$ cat src/rtl/gs_pkg.sv
`default_nettype none
// ============================================================================
// Module      : gs_pkg
// Description : Shared definitions for the grayscale (GS) serial link.
//               Holds the LAT pulse-width command encodings, the GS word
//               width, the bit/LAT counter widths and the receiver state
//               enum.
// Revision    : 1.0 - initial release
// ============================================================================
package gs_pkg;

    // Bits per GS word: 3 colours x 16 bits, sent MSB first.
    localparam int GS_WORD_WIDTH = 48;

    // Counter widths. The bit counter saturates at 2^7-1 and the LAT-width
    // counter saturates at 15.
    localparam int BIT_CNT_WIDTH = 7;
    localparam int LAT_CNT_WIDTH = 4;

    // Commands are encoded by how many SCLK rising edges see LAT high.
    localparam logic [LAT_CNT_WIDTH-1:0] CMD_WRTGS     = 4'd1;
    localparam logic [LAT_CNT_WIDTH-1:0] CMD_LATGS     = 4'd3;
    localparam logic [LAT_CNT_WIDTH-1:0] CMD_LINERESET = 4'd7;

    typedef enum logic [1:0] {
        ST_IDLE   = 2'd0,
        ST_SHIFT  = 2'd1,
        ST_DECODE = 2'd2
    } gs_rx_state_t;

endpackage
`default_nettype wire

$ cat src/rtl/sig_sync_edge.sv
`default_nettype none
// ============================================================================
// Module      : sig_sync_edge
// Description : STAGES-deep flop synchronizer for an asynchronous level,
//               followed by one extra delay flop for rise/fall detection.
//   clk     : system clock
//   rst     : synchronous active-low reset
//   i_din   : asynchronous input level
//   o_sync  : synchronized level
//   o_rise  : one-cycle pulse on a synchronized 0->1 transition
//   o_fall  : one-cycle pulse on a synchronized 1->0 transition
// Revision    : 1.0 - initial release
// ============================================================================
module sig_sync_edge #(
    parameter int STAGES = 2
) (
    input  logic clk,
    input  logic rst,
    input  logic i_din,
    output logic o_sync,
    output logic o_rise,
    output logic o_fall
);

    logic [STAGES-1:0] r_sync;
    logic              r_dly;

    always_ff @(posedge clk) begin
        if (!rst) begin
            r_sync <= '0;
            r_dly  <= 1'b0;
        end else begin
            r_sync <= {r_sync[STAGES-2:0], i_din};
            r_dly  <= r_sync[STAGES-1];
        end
    end

    assign o_sync = r_sync[STAGES-1];
    assign o_rise = o_sync & ~r_dly;
    assign o_fall = r_dly & ~o_sync;

endmodule
`default_nettype wire

$ cat src/rtl/gs_driver_receiver.sv
`default_nettype none
// ============================================================================
// Module      : gs_driver_receiver
// Description : LED-driver side of the SIN/SCLK/LAT grayscale link.
//               Deserializes GS words, decodes the LAT pulse width into a
//               command and presents each word with its LED index.
//   clk         : system clock (only clock in the block)
//   rst         : synchronous active-low reset
//   SCLK        : serial clock, sampled as data
//   SIN         : serial data, valid on SCLK rising edge
//   LAT         : latch / command line, changes on SCLK falling edge
//   wr_en       : one-cycle write strobe
//   word_idx    : LED index of the written word (held until next write)
//   word_data   : received word (held until next write)
//   frame_done  : one-cycle pulse on LATGS
//   short_frame : LATGS arrived before the last LED index (held)
//   len_error   : one-cycle pulse, written word had a bad bit count
//   cmd_error   : one-cycle pulse, LAT width is not a known command
// Revision    : 1.0 - initial release
// ============================================================================
module gs_driver_receiver
    import gs_pkg::*;
#(
    parameter  int NB_LEDS_PER_GROUP = 16,
    parameter  int WORD_WIDTH        = GS_WORD_WIDTH,
    parameter  int SYNC_STAGES       = 2,
    localparam int LED_WIDTH         = $clog2(NB_LEDS_PER_GROUP)
) (
    input  logic                  clk,
    input  logic                  rst,
    input  logic                  SCLK,
    input  logic                  SIN,
    input  logic                  LAT,
    output logic                  wr_en,
    output logic [LED_WIDTH-1:0]  word_idx,
    output logic [WORD_WIDTH-1:0] word_data,
    output logic                  frame_done,
    output logic                  short_frame,
    output logic                  len_error,
    output logic                  cmd_error
);

    localparam logic [BIT_CNT_WIDTH-1:0] c_bit_max  = '1;
    localparam logic [LAT_CNT_WIDTH-1:0] c_lat_max  = '1;
    localparam logic [BIT_CNT_WIDTH-1:0] c_word_len = BIT_CNT_WIDTH'(WORD_WIDTH);
    localparam logic [LED_WIDTH-1:0]     c_last_idx = LED_WIDTH'(NB_LEDS_PER_GROUP - 1);

    // ------------------------------------------------------------------
    // Input synchronizers. All three lines use the same depth so SIN and
    // LAT stay aligned with the detected SCLK edge.
    // ------------------------------------------------------------------
    logic       w_sclk_rise;
    logic       w_lat_sync;
    logic       w_lat_fall;
    logic       w_sin_sync;
    logic       w_sclk_sync_unused;
    logic       w_sclk_fall_unused;
    logic       w_lat_rise_unused;
    logic [1:0] w_sin_edge_unused;

    sig_sync_edge #(.STAGES(SYNC_STAGES)) u_sync_sclk (
        .clk    (clk),
        .rst    (rst),
        .i_din  (SCLK),
        .o_sync (w_sclk_sync_unused),
        .o_rise (w_sclk_rise),
        .o_fall (w_sclk_fall_unused)
    );

    sig_sync_edge #(.STAGES(SYNC_STAGES)) u_sync_lat (
        .clk    (clk),
        .rst    (rst),
        .i_din  (LAT),
        .o_sync (w_lat_sync),
        .o_rise (w_lat_rise_unused),
        .o_fall (w_lat_fall)
    );

    sig_sync_edge #(.STAGES(SYNC_STAGES)) u_sync_sin (
        .clk    (clk),
        .rst    (rst),
        .i_din  (SIN),
        .o_sync (w_sin_sync),
        .o_rise (w_sin_edge_unused[0]),
        .o_fall (w_sin_edge_unused[1])
    );

    // ------------------------------------------------------------------
    // Control FSM
    // ------------------------------------------------------------------
    gs_rx_state_t r_state;
    gs_rx_state_t w_next_state;

    always_ff @(posedge clk) begin
        if (!rst) begin
            r_state <= ST_IDLE;
        end else begin
            r_state <= w_next_state;
        end
    end

    always_comb begin
        w_next_state = r_state;
        case (r_state)
            // A LAT pulse with no preceding SCLK edge still has to be
            // decoded so it can be flagged as an empty command.
            ST_IDLE: begin
                if (w_lat_fall) begin
                    w_next_state = ST_DECODE;
                end else if (w_sclk_rise) begin
                    w_next_state = ST_SHIFT;
                end
            end
            ST_SHIFT: begin
                if (w_lat_fall) begin
                    w_next_state = ST_DECODE;
                end
            end
            // An SCLK edge landing in DECODE already belongs to the next
            // word, so go straight back to SHIFT rather than dropping it.
            ST_DECODE: begin
                if (w_sclk_rise) begin
                    w_next_state = ST_SHIFT;
                end else begin
                    w_next_state = ST_IDLE;
                end
            end
            default: w_next_state = ST_IDLE;
        endcase
    end

    // ------------------------------------------------------------------
    // Shift register and counters. In DECODE the counters restart from
    // zero (and the shift register too on LINERESET) while a coincident
    // SCLK edge is still applied on top of the cleared value.
    // ------------------------------------------------------------------
    logic [WORD_WIDTH-1:0]    r_shreg;
    logic [BIT_CNT_WIDTH-1:0] r_bit_cnt;
    logic [LAT_CNT_WIDTH-1:0] r_lat_cnt;
    logic [LED_WIDTH-1:0]     r_index;

    logic                     w_in_decode;
    logic                     w_is_linereset;
    logic [WORD_WIDTH-1:0]    w_shreg_base;
    logic [BIT_CNT_WIDTH-1:0] w_bit_base;
    logic [LAT_CNT_WIDTH-1:0] w_lat_base;

    assign w_in_decode    = (r_state == ST_DECODE);
    assign w_is_linereset = w_in_decode && (r_lat_cnt == CMD_LINERESET);
    assign w_shreg_base   = w_is_linereset ? '0 : r_shreg;
    assign w_bit_base     = w_in_decode ? '0 : r_bit_cnt;
    assign w_lat_base     = w_in_decode ? '0 : r_lat_cnt;

    always_ff @(posedge clk) begin
        if (!rst) begin
            r_shreg   <= '0;
            r_bit_cnt <= '0;
            r_lat_cnt <= '0;
        end else begin
            if (w_sclk_rise) begin
                r_shreg   <= {w_shreg_base[WORD_WIDTH-2:0], w_sin_sync};
                r_bit_cnt <= (w_bit_base == c_bit_max) ? c_bit_max
                                                       : w_bit_base + 1'b1;
            end else begin
                r_shreg   <= w_shreg_base;
                r_bit_cnt <= w_bit_base;
            end
            // w_lat_sync is already low on a falling-edge cycle, so the
            // edge that coincides with LAT falling is never counted.
            if (w_sclk_rise && w_lat_sync) begin
                r_lat_cnt <= (w_lat_base == c_lat_max) ? c_lat_max
                                                       : w_lat_base + 1'b1;
            end else begin
                r_lat_cnt <= w_lat_base;
            end
        end
    end

    // ------------------------------------------------------------------
    // Command decode and registered outputs
    // ------------------------------------------------------------------
    logic                  r_wr_en;
    logic [LED_WIDTH-1:0]  r_word_idx;
    logic [WORD_WIDTH-1:0] r_word_data;
    logic                  r_frame_done;
    logic                  r_short_frame;
    logic                  r_len_error;
    logic                  r_cmd_error;

    always_ff @(posedge clk) begin
        if (!rst) begin
            r_index       <= '0;
            r_wr_en       <= 1'b0;
            r_word_idx    <= '0;
            r_word_data   <= '0;
            r_frame_done  <= 1'b0;
            r_short_frame <= 1'b0;
            r_len_error   <= 1'b0;
            r_cmd_error   <= 1'b0;
        end else begin
            r_wr_en      <= 1'b0;
            r_frame_done <= 1'b0;
            r_len_error  <= 1'b0;
            r_cmd_error  <= 1'b0;
            if (w_in_decode) begin
                case (r_lat_cnt)
                    CMD_WRTGS: begin
                        r_wr_en     <= 1'b1;
                        r_word_idx  <= r_index;
                        r_word_data <= r_shreg;
                        r_len_error <= (r_bit_cnt != c_word_len);
                        // Power-of-two group size: natural wrap to 0.
                        r_index     <= r_index + 1'b1;
                    end
                    CMD_LATGS: begin
                        r_wr_en       <= 1'b1;
                        r_word_idx    <= r_index;
                        r_word_data   <= r_shreg;
                        r_len_error   <= (r_bit_cnt != c_word_len);
                        r_frame_done  <= 1'b1;
                        r_short_frame <= (r_index != c_last_idx);
                        r_index       <= '0;
                    end
                    CMD_LINERESET: begin
                        r_index <= '0;
                    end
                    default: begin
                        r_cmd_error <= 1'b1;
                    end
                endcase
            end
        end
    end

    assign wr_en       = r_wr_en;
    assign word_idx    = r_word_idx;
    assign word_data   = r_word_data;
    assign frame_done  = r_frame_done;
    assign short_frame = r_short_frame;
    assign len_error   = r_len_error;
    assign cmd_error   = r_cmd_error;

endmodule
`default_nettype wire

$ cat config.mk
export PLATFORM = sky130hd
export DESIGN_NAME = gs_driver_receiver
export DESIGN_NICKNAME = d
export VERILOG_FILES = /design/src/rtl/gs_pkg.sv /design/src/rtl/sig_sync_edge.sv /design/src/rtl/gs_driver_receiver.sv
export SDC_FILE = /design/constraint.sdc
export NUM_CORES = 1
export LEC_CHECK = 0
export ABC_CLOCK_PERIOD_IN_PS = 2600
export CORE_ASPECT_RATIO = 0.8
export CORE_UTILIZATION = 43
export DETAILED_ROUTE_END_ITERATION = 8
export REMOVE_ABC_BUFFERS = 1
export SLEW_MARGIN = 15
export SYNTH_ARGS = -nofsm -noshare
export SYNTH_HDL_FRONTEND = slang
export SYNTH_SLANG_ARGS = --single-unit
export TNS_END_PERCENT = 20
$ cat constraint.sdc
create_clock -name clk -period 2.6 [get_ports clk]
set_input_delay 0.39 -clock clk [delete_from_list [all_inputs] [get_ports clk]]
set_output_delay 0.39 -clock clk [all_outputs]
set_load 0.01 [all_outputs]
**Routed metal, one color a layer**

Scale bar: 20 um.
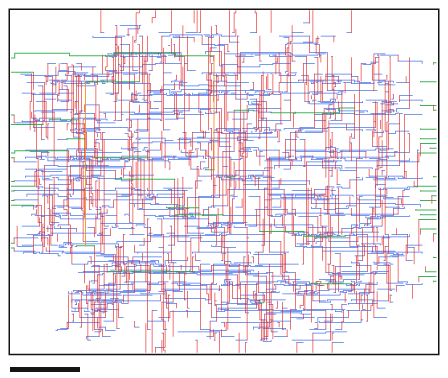
Red stands for met2, wire length 4740 um. Orange stands for met4, wire length 79.6 um. Blue stands for met1, wire length 5170 um. Green stands for met3, wire length 376 um.

**Gate families picked out**

Scale bar: 20 um.
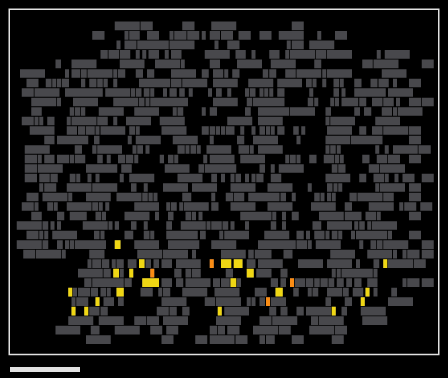
Orange stands for inverters, cells 4, most used inv_1, where south. Yellow stands for NOR gates, cells 20, most used nor2_1.

==> results.ini <==
[logic_synthesis]
synth.yosys.warnings = 0
synth_top_area_share_pct = 52.1
ys_seq_share_pct = 52.1
synth_cells = 572
synth-seq-cells = 130

[drt]
via_count = 3875
drcViolationCount = 0
wirelength_mm = 10.4

[global_routing]
global_route.usage.met1_pct = 24.9
gr-total-overflow = 0
grt_use_met3_pct = 5.44
first_global_vias = 3668

[flow_run]
warning_count = 25

[run_status]
run_status = finished, final reports clean

[clock_tree]
post_cts_resize_count = 0
clock_path_buffers = 2
cts_buffers = 17
clk-insertion-delay-late_ns = 0.41

[final_timing]
grt_setup_unrepaired = no
timing.fmax_mhz = 518

[critical_path]
regToRegStartpoint = r_state[0]
slowest_stage = dfxtp_1
critical_path_arrival_ns = 2.24

[layout]
number_of_diodes_added_for_antenna_fixing = 0
drive_above_1_share_pct = 20.0

[power_and_ir_drop]
cell_internal_pwr_mw = 3.62

**Where the registers sit**

Scale bar: 20 um.
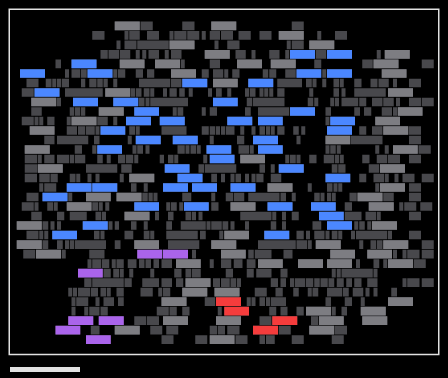
Purple stands for r_bit_cnt, sequential cells 7, where south-west. Red stands for r_lat_cnt, sequential cells 4, where south. Blue stands for r_shreg, sequential cells 48.
Another 71 sequential cells are not colored.
area used by sequential logic in the layout: 2600 um2
Seq power: 2.01 mW
sequential fraction of total cell area: 41.6%
Core Util, Final: 56.4%

-- power groups by stage --
| stage | sequential [mW] | combinational (mW) | clock (mW) |
|---|---|---|---|
| floorplan | 2.05 | 0.0491 | 0 |
| global placement | 2.05 | 0.0892 | 0 |
| detailed placement | 2.05 | 0.0902 | 0 |
| CTS | 2.01 | 0.0904 | 2.48 |
| global route | 2.01 | 0.0982 | 2.56 |
| finish | 2.01 | 0.0896 | 2.43 |
-- per-stage QoR --
step / power, mW / setup TNS [ns] / instance area [um2]
finish: 4.52 / 0 / 6260
global route: 4.66 / 0 / 6260
CTS: 4.57 / 0 / 6260
detailed placement: 2.14 / 0 / 5650
global placement: 2.14 / 0 / 5650
floorplan: 2.10 / -0.390 / 4730
-- synth_stat cells (2+ instances only) --
cell type / number
a21oi_1: 62
and2_1: 12
buf_4: 5
nand4_1: 7
a211oi_1: 2
clkbuf_1: 21
buf_6: 3
nand2_1: 174
nor2b_1: 3
a21oi_2: 40
nand2_2: 40
ha_1: 3
buf_12: 4
xor2_1: 2
o21ai_1: 2
and3_1: 3
nand3_1: 9
nor2_1: 10
dfxtp_1: 130
mux2i_1: 3
nand2b_1: 2
buf_2: 4
o21ai_0: 4
inv_1: 3
o211a_1: 2
nor3_1: 4
-- worst min-delay path by stage --
stage	startpoint	end	slack [ns]	depth (start not counted)
floorplan	u_sync_lat.r_sync[0]	u_sync_lat.r_sync[1]	0.41	1
global placement	u_sync_sclk.r_sync[0]	u_sync_sclk.r_sync[1]	0.42	1
detailed placement	u_sync_sclk.r_sync[0]	u_sync_sclk.r_sync[1]	0.43	1
CTS	u_sync_sclk.r_sync[0]	u_sync_sclk.r_sync[1]	0.44	1
global route	u_sync_sclk.r_sync[0]	u_sync_sclk.r_sync[1]	0.45	1
finish	u_sync_sclk.r_sync[0]	u_sync_sclk.r_sync[1]	0.43	1
-- flip-flops by register name, indices dropped and copies added, names as in the netlist --
register	cells
u_sync_sclk.r_dly	1
word_idx	4
frame_done	1
u_sync_lat.r_sync	2
r_lat_cnt	4
r_bit_cnt	7
r_state	2
len_error	1
cmd_error	1
wr_en	1
r_index	4
r_shreg	48
u_sync_sclk.r_sync	2
u_sync_sin.r_sync	2
word_data	48
short_frame	1
u_sync_lat.r_dly	1
-- area by class of cell --
| class | count | area, um2 |
|---|---|---|
| tap | 144 | 180 |
| multi-input combinational | 399 | 2120 |
| fill | 1033 | 4840 |
| timing repair buffer | 71 | 723 |
| clock buffer | 22 | 484 |
| sequential | 130 | 2600 |
| inverter | 4 | 15.0 |
| clock inverter | 10 | 130 |
-- kinds of logic (layout without fill, tap and decap cells) --
logic type / Yosys count / in the layout / synth area share [%]
simple gates: 271 / 271 / 24.8
flops: 130 / 130 / 52.1
compound gates: 120 / 120 / 15.8
buf+inv: 43 / 107 / 5.68
fa+ha+maj: 3 / 3 / 0.751
mux: 3 / 3 / 0.601
xor+xnor: 2 / 2 / 0.351
-- worst register-to-register path: stages (launching register included) --
cell	delay, ns
dfxtp_1	0.39
nand2b_1	0.19
and2_1	0.17
ha_1	0.27
nand4_1	0.21
nor3_1	0.30
inv_1	0.08
a221oi_1	0.23
No activity file was given, so power comes from the tool's default toggle rates.
